===== config.mk =====
export PLATFORM = sky130hd
export DESIGN_NAME = pwm_generator
export DESIGN_NICKNAME = d
export VERILOG_FILES = /design/src/rtl/pwm_pkg.sv /design/src/rtl/pwm_prescaler.sv /design/src/rtl/pwm_generator.sv
export SDC_FILE = /design/constraint.sdc
export NUM_CORES = 1
export LEC_CHECK = 0
export CAP_MARGIN = 10
export CORE_ASPECT_RATIO = 1.4
export CORE_MARGIN = 10
export CORE_UTILIZATION = 56
export DETAILED_ROUTE_END_ITERATION = 6
export PLACE_DENSITY_LB_ADDON = 0.2
export SLEW_MARGIN = 10
export SYNTH_ARGS = -nofsm -noshare
export SYNTH_HDL_FRONTEND = slang
export SYNTH_SLANG_ARGS = --single-unit

===== constraint.sdc =====
create_clock -name clk -period 4.83 [get_ports clk]
set_input_delay 0.483 -clock clk [delete_from_list [all_inputs] [get_ports clk]]
set_output_delay 0.483 -clock clk [all_outputs]
set_load 0.05 [all_outputs]

===== src/rtl/pwm_pkg.sv =====
// Shared constants, FSM state type and duty clamp for the PWM generator.
package pwm_pkg;

   localparam int PWM_STEPS = 100;
   localparam int DUTY_W    = 7;
   localparam int DUTY_MAX  = 100;

   typedef enum logic [1:0] {OFF, RUN, STOP} pwm_state_e;

   function automatic logic [DUTY_W-1:0] clamp_duty(input logic [DUTY_W-1:0] d);
      return (d > DUTY_W'(DUTY_MAX)) ? DUTY_W'(DUTY_MAX) : d;
   endfunction

endpackage


===== src/rtl/pwm_prescaler.sv =====
// Step-rate prescaler: one-clk tick every CLK_DIV clocks while run is high.
module pwm_prescaler #(
   parameter int CLK_DIV = 1000
) (
   input  logic clk,
   input  logic rst,
   input  logic run,
   output logic tick
);

   localparam int CW = (CLK_DIV > 1) ? $clog2(CLK_DIV) : 1;
   localparam logic [CW-1:0] LAST = CW'(CLK_DIV - 1);

   logic [CW-1:0] cnt;

   assign tick = run && (cnt == LAST);

   always_ff @(posedge clk or negedge rst) begin
      if (!rst)
         cnt <= '0;
      else if (!run || tick)
         cnt <= '0;
      else
         cnt <= cnt + 1'b1;
   end

endmodule


===== src/rtl/pwm_generator.sv =====
// 100-step PWM with double-buffered, optionally slew-limited duty and an
// enable FSM that always lets the current period finish before going idle.
module pwm_generator
   import pwm_pkg::*;
#(
   parameter int CLK_DIV     = 1000,
   parameter int RAMP_STEP   = 0,
   parameter bit ACTIVE_HIGH = 1'b1
) (
   input  logic              clk,
   input  logic              rst,
   input  logic              enable,
   input  logic [DUTY_W-1:0] duty_cycle,
   output logic              pwm_out,
   output logic              period_start,
   output logic [DUTY_W-1:0] duty_active,
   output logic              busy
);

   localparam logic ACT_LVL  = ACTIVE_HIGH;
   localparam logic IDLE_LVL = ~ACTIVE_HIGH;
   localparam int   RAMP_LIM = (RAMP_STEP > DUTY_MAX) ? DUTY_MAX : RAMP_STEP;
   localparam logic [7:0] RAMP8 = 8'(RAMP_LIM);

   pwm_state_e        state, state_nxt;
   logic              tick, last_step, boundary;
   logic [DUTY_W-1:0] step, duty_nxt;
   logic [7:0]        tgt, cur, diff, stp;

   pwm_prescaler #(.CLK_DIV(CLK_DIV)) u_prescaler (
      .clk  (clk),
      .rst  (rst),
      .run  (state != OFF),
      .tick (tick)
   );

   assign last_step = tick && (step == DUTY_W'(PWM_STEPS - 1));
   assign busy      = (state != OFF);

   // A re-enable landing on the last step of a STOP period still opens a
   // fresh period, so every period begins with a boundary.
   always_comb begin
      state_nxt = state;
      boundary  = 1'b0;
      case (state)
         OFF:  if (enable) begin
                  state_nxt = RUN;
                  boundary  = 1'b1;
               end
         RUN:  if (!enable)
                  state_nxt = last_step ? OFF : STOP;
               else
                  boundary = last_step;
         STOP: if (enable) begin
                  state_nxt = RUN;
                  boundary  = last_step;
               end else if (last_step)
                  state_nxt = OFF;
         default: state_nxt = OFF;
      endcase
   end

   // 8-bit ramp keeps the intermediate difference unsigned and in range.
   always_comb begin
      tgt      = {1'b0, clamp_duty(duty_cycle)};
      cur      = {1'b0, duty_active};
      diff     = (tgt > cur) ? (tgt - cur) : (cur - tgt);
      stp      = (RAMP_LIM == 0 || diff < RAMP8) ? diff : RAMP8;
      duty_nxt = (tgt > cur) ? DUTY_W'(cur + stp) : DUTY_W'(cur - stp);
   end

   always_ff @(posedge clk or negedge rst) begin
      if (!rst) begin
         state        <= OFF;
         step         <= '0;
         duty_active  <= '0;
         period_start <= 1'b0;
         pwm_out      <= IDLE_LVL;
      end else begin
         state        <= state_nxt;
         period_start <= boundary;
         if (state_nxt == OFF)
            duty_active <= '0;
         else if (boundary)
            duty_active <= duty_nxt;
         if (state == OFF)
            step <= '0;
         else if (tick)
            step <= (step == DUTY_W'(PWM_STEPS - 1)) ? '0 : step + 7'd1;
         pwm_out <= (state != OFF && step < duty_active) ? ACT_LVL : IDLE_LVL;
      end
   end

endmodule


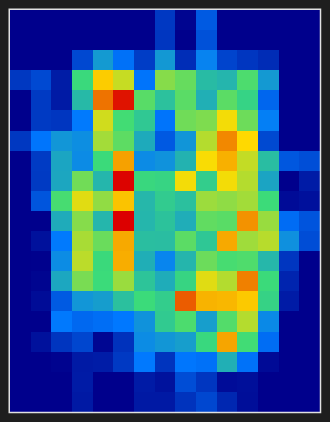
Fig. 1. Wire density map.
Drawn at 4 px/um. 15 x 20 tiles, from dark blue (low) to red (high), scaled to the fullest tile. Values are wire area over tile area, all layers added.
- emptiest ninth of the die: lower left
- fullest tile: 0.48
- tiles over half the peak: 23%
- densest ninth of the die: center

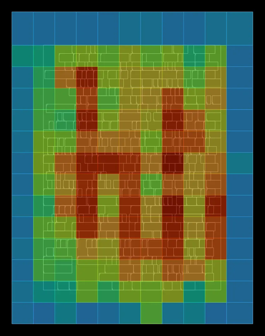
Fig. 2. Routing congestion map.
GRT Total Usage: 17.11%
busiest layer in global routing: met2
met1 Resource Use GR: 17.40%

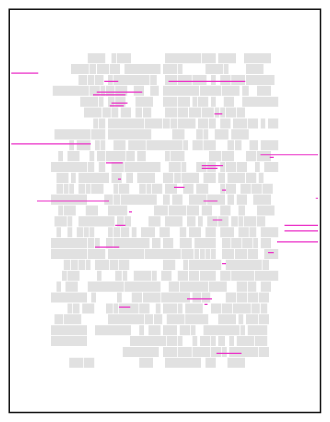
Fig. 3. M3 wires.
Drawn at 4 px/um.
- main direction: horizontal
- wire length on this layer: 180 um
- share of all routed wire: 2.7%
- nets with wire on the layer: 24
- longest straight run: 19.6 um

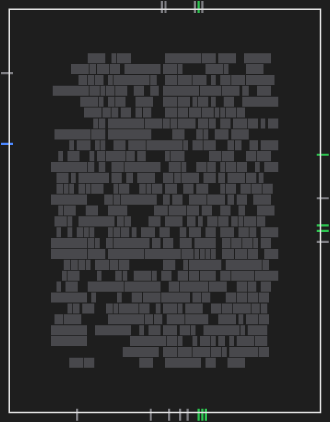
Fig. 4. Pin placement.
Drawn at 4 px/um. Pins as bars across the die edge, other pins in gray.
- `busy`: blue (pins 1; direction output; edge left)
- `duty_cycle`: green (pins 7; direction input; edge 3 bottom, 3 right, 1 top)

==> ci_impl_report.md <==
## Implementation flow summary

| Metric | Value |
|---|---|
| Status | `complete, no violations` |
| Number of nets still failing antenna checks after routing | `0` |
| DP Area | `0.003129 mm2` |
| Max Cap Viol | `0` |
| Vias in the first global route | `2493` |
| Final WS setup | `339.4 ps` |
| Yosys cell count | `296` |
| Area delta synth->final | `29.92%` |
| CTS H-tree lvls | `1` |
| Maximum VDD drop | `314.1 uV` |
| Most used logic cell in the final layout | `buf_4` |
| Global-route wire length before repair | `11.16 mm` |
| Post-Syn Area per Cell | `8.746 um2` |
| Routed vias | `2381` |
| Width of the die | `77.46 um` |
| Crit path time final | `4491 ps` |
| Ratio of cells with drive above 1 in the final layout | `20.79%` |
| I/O Pins | `20` |
| FFs w/ async S/R, synth | `100.0%` |
| Adder Area Share | `17.30%` |
| Yosys stat chip area | `0.002589 mm2` |
| Die ar. | `0.007780 mm2` |
| Syn. warnings | `0` |
| CP startpoint kind | `input pin` |
| Congestion Overflow GR | `0` |
| Initial antenna violation count | `0` |
| Worst-margin pin slew | `528.9 ps` |
| Drt total wl | `6.774 mm` |
| Routed wire per std cell | `16.21 um` |
| Clk root buf | `clkbuf_8` |
| Clk sinks | `28` |
| Initial core utilization | `57.54%` |
| Die y size | `100.4 um` |
| Hold Crit Depth | `1` |
| Xor+xnor area frac | `8.120%` |
| Fin crit share | `92.97%` |
| Yosys simple share | `20.59%` |
| Total Power | `1.684 mW` |
| Dpl hpwl | `5.148 mm` |
| Cell Type Count | `55` |
| Site Rows | `29` |
==> power by group <==
part           switching, mW  internal, mW
Combinational          0.633         0.553
Sequential            0.0378         0.272
Clock                 0.0757         0.111
==> state kept, by name, summed over array words and instances, names as in the netlist <==
signal           flops
u_prescaler.cnt     10
duty_active          7
step                 7
state                2
period_start         1
pwm_out              1
==> layout make-up <==
type	instances	area, um2
well taps	62	77.57
fillers	350	1136
repair buffers	64	546.8
multi-input cells	237	1881
flip-flops and latches	28	700.7
clock inverters	1	30.03
inverters	23	86.33
clock buffers	3	41.29
==> final timing paths <==
| check | from | endpoint | slack [ps] |
|---|---|---|---|
| hold / removal | u_prescaler.cnt[0] | u_prescaler.cnt[0] | 460 |
| setup reg to reg | duty_active[5] | duty_active[6] | 420 |
| min in group asynchronous | rst | duty_active[1] | 570 |
| setup / recovery | duty_cycle[1] | duty_active[6] | 340 |
| hold reg to reg | u_prescaler.cnt[0] | u_prescaler.cnt[0] | 460 |
| max in group asynchronous | rst | duty_active[6] | 3990 |
==> cell families (layout without fill, tap and decap cells) <==
| logic type | after synthesis | after routing |
|---|---|---|
| buffers and inverters | 31 | 91 |
| muxes | 10 | 10 |
| and+or+nand+nor | 102 | 102 |
| adders and majority gates | 34 | 34 |
| xor gates and xnor gates | 24 | 24 |
| AOI/OAI and AO/OA | 67 | 67 |
| DFF | 28 | 28 |
==> through the flow <==
step                hold WS [ps]  util [%]  TNS, ps
floorplan                  187.4         -        0
global placement           444.5     69.55   -319.5
detailed placement         456.1     69.55   -446.0
CTS                        469.8     71.50        0
global route               497.3     74.75        0
finish                     463.4     74.75        0
==> worst max-delay path, cell delays in order <==
cell and delay, ps:
dlymetal6s2s_1 160, o21ai_2 200, a21oi_4 80, or2_4 250
ha_4 310, nand3b_1 140, a21oi_2 210, o22a_2 200
buf_6 130, mux2i_4 240, xnor2_2 140, o31a_1 260
o31ai_2 260, xor2_1 100, ha_1 330, o21ai_2 70
o21bai_1 180, a21oi_1 100, xnor2_1 190, xnor2_1 170
nor4b_1 70, or3_1 370
==> cells in the mapped netlist, types with 2 or more instances <==
master	n	area [um2]
nor3_1	6	30.03
nand3_1	13	65.06
and3_1	2	12.51
or3_1	2	12.51
o2111ai_1	2	17.52
inv_1	23	86.33
a21oi_1	9	45.04
ha_1	31	387.9
xnor2_1	16	140.1
and2_1	3	18.77
clkbuf_1	4	15.01
dfrtp_1	28	700.7
nor2b_1	5	31.28
nor4b_1	2	17.52
o21ai_0	19	95.09
or2_2	2	12.51
fa_1	3	60.06
a211oi_1	5	37.54
a21o_1	9	67.56
buf_6	2	22.52
xor2_1	8	70.07
nand2b_1	6	37.54
nand4_1	3	18.77
nor2_1	26	97.59
o31ai_1	5	37.54
mux2i_1	10	100.1
a31oi_1	2	12.51
nand2_1	23	86.33
==> timing repair <==
item,CTS,global route
resized,3,28
cloned,0,0
buffers inserted,0,1
hold buffers,0,0
endpoints found under the setup margin,1,1
pin swaps,0,16
==> metal layers <==
metal  up-vias  part of all wire [%]  wire length [um]
met5         -                     0                 0
met3        15                   2.7               180
met1      1157                    37              2518
met4         0                   2.7               181
met2        48                    57              3895
li1       1161                     -                 -
Power and IR drop assume default switching activity.
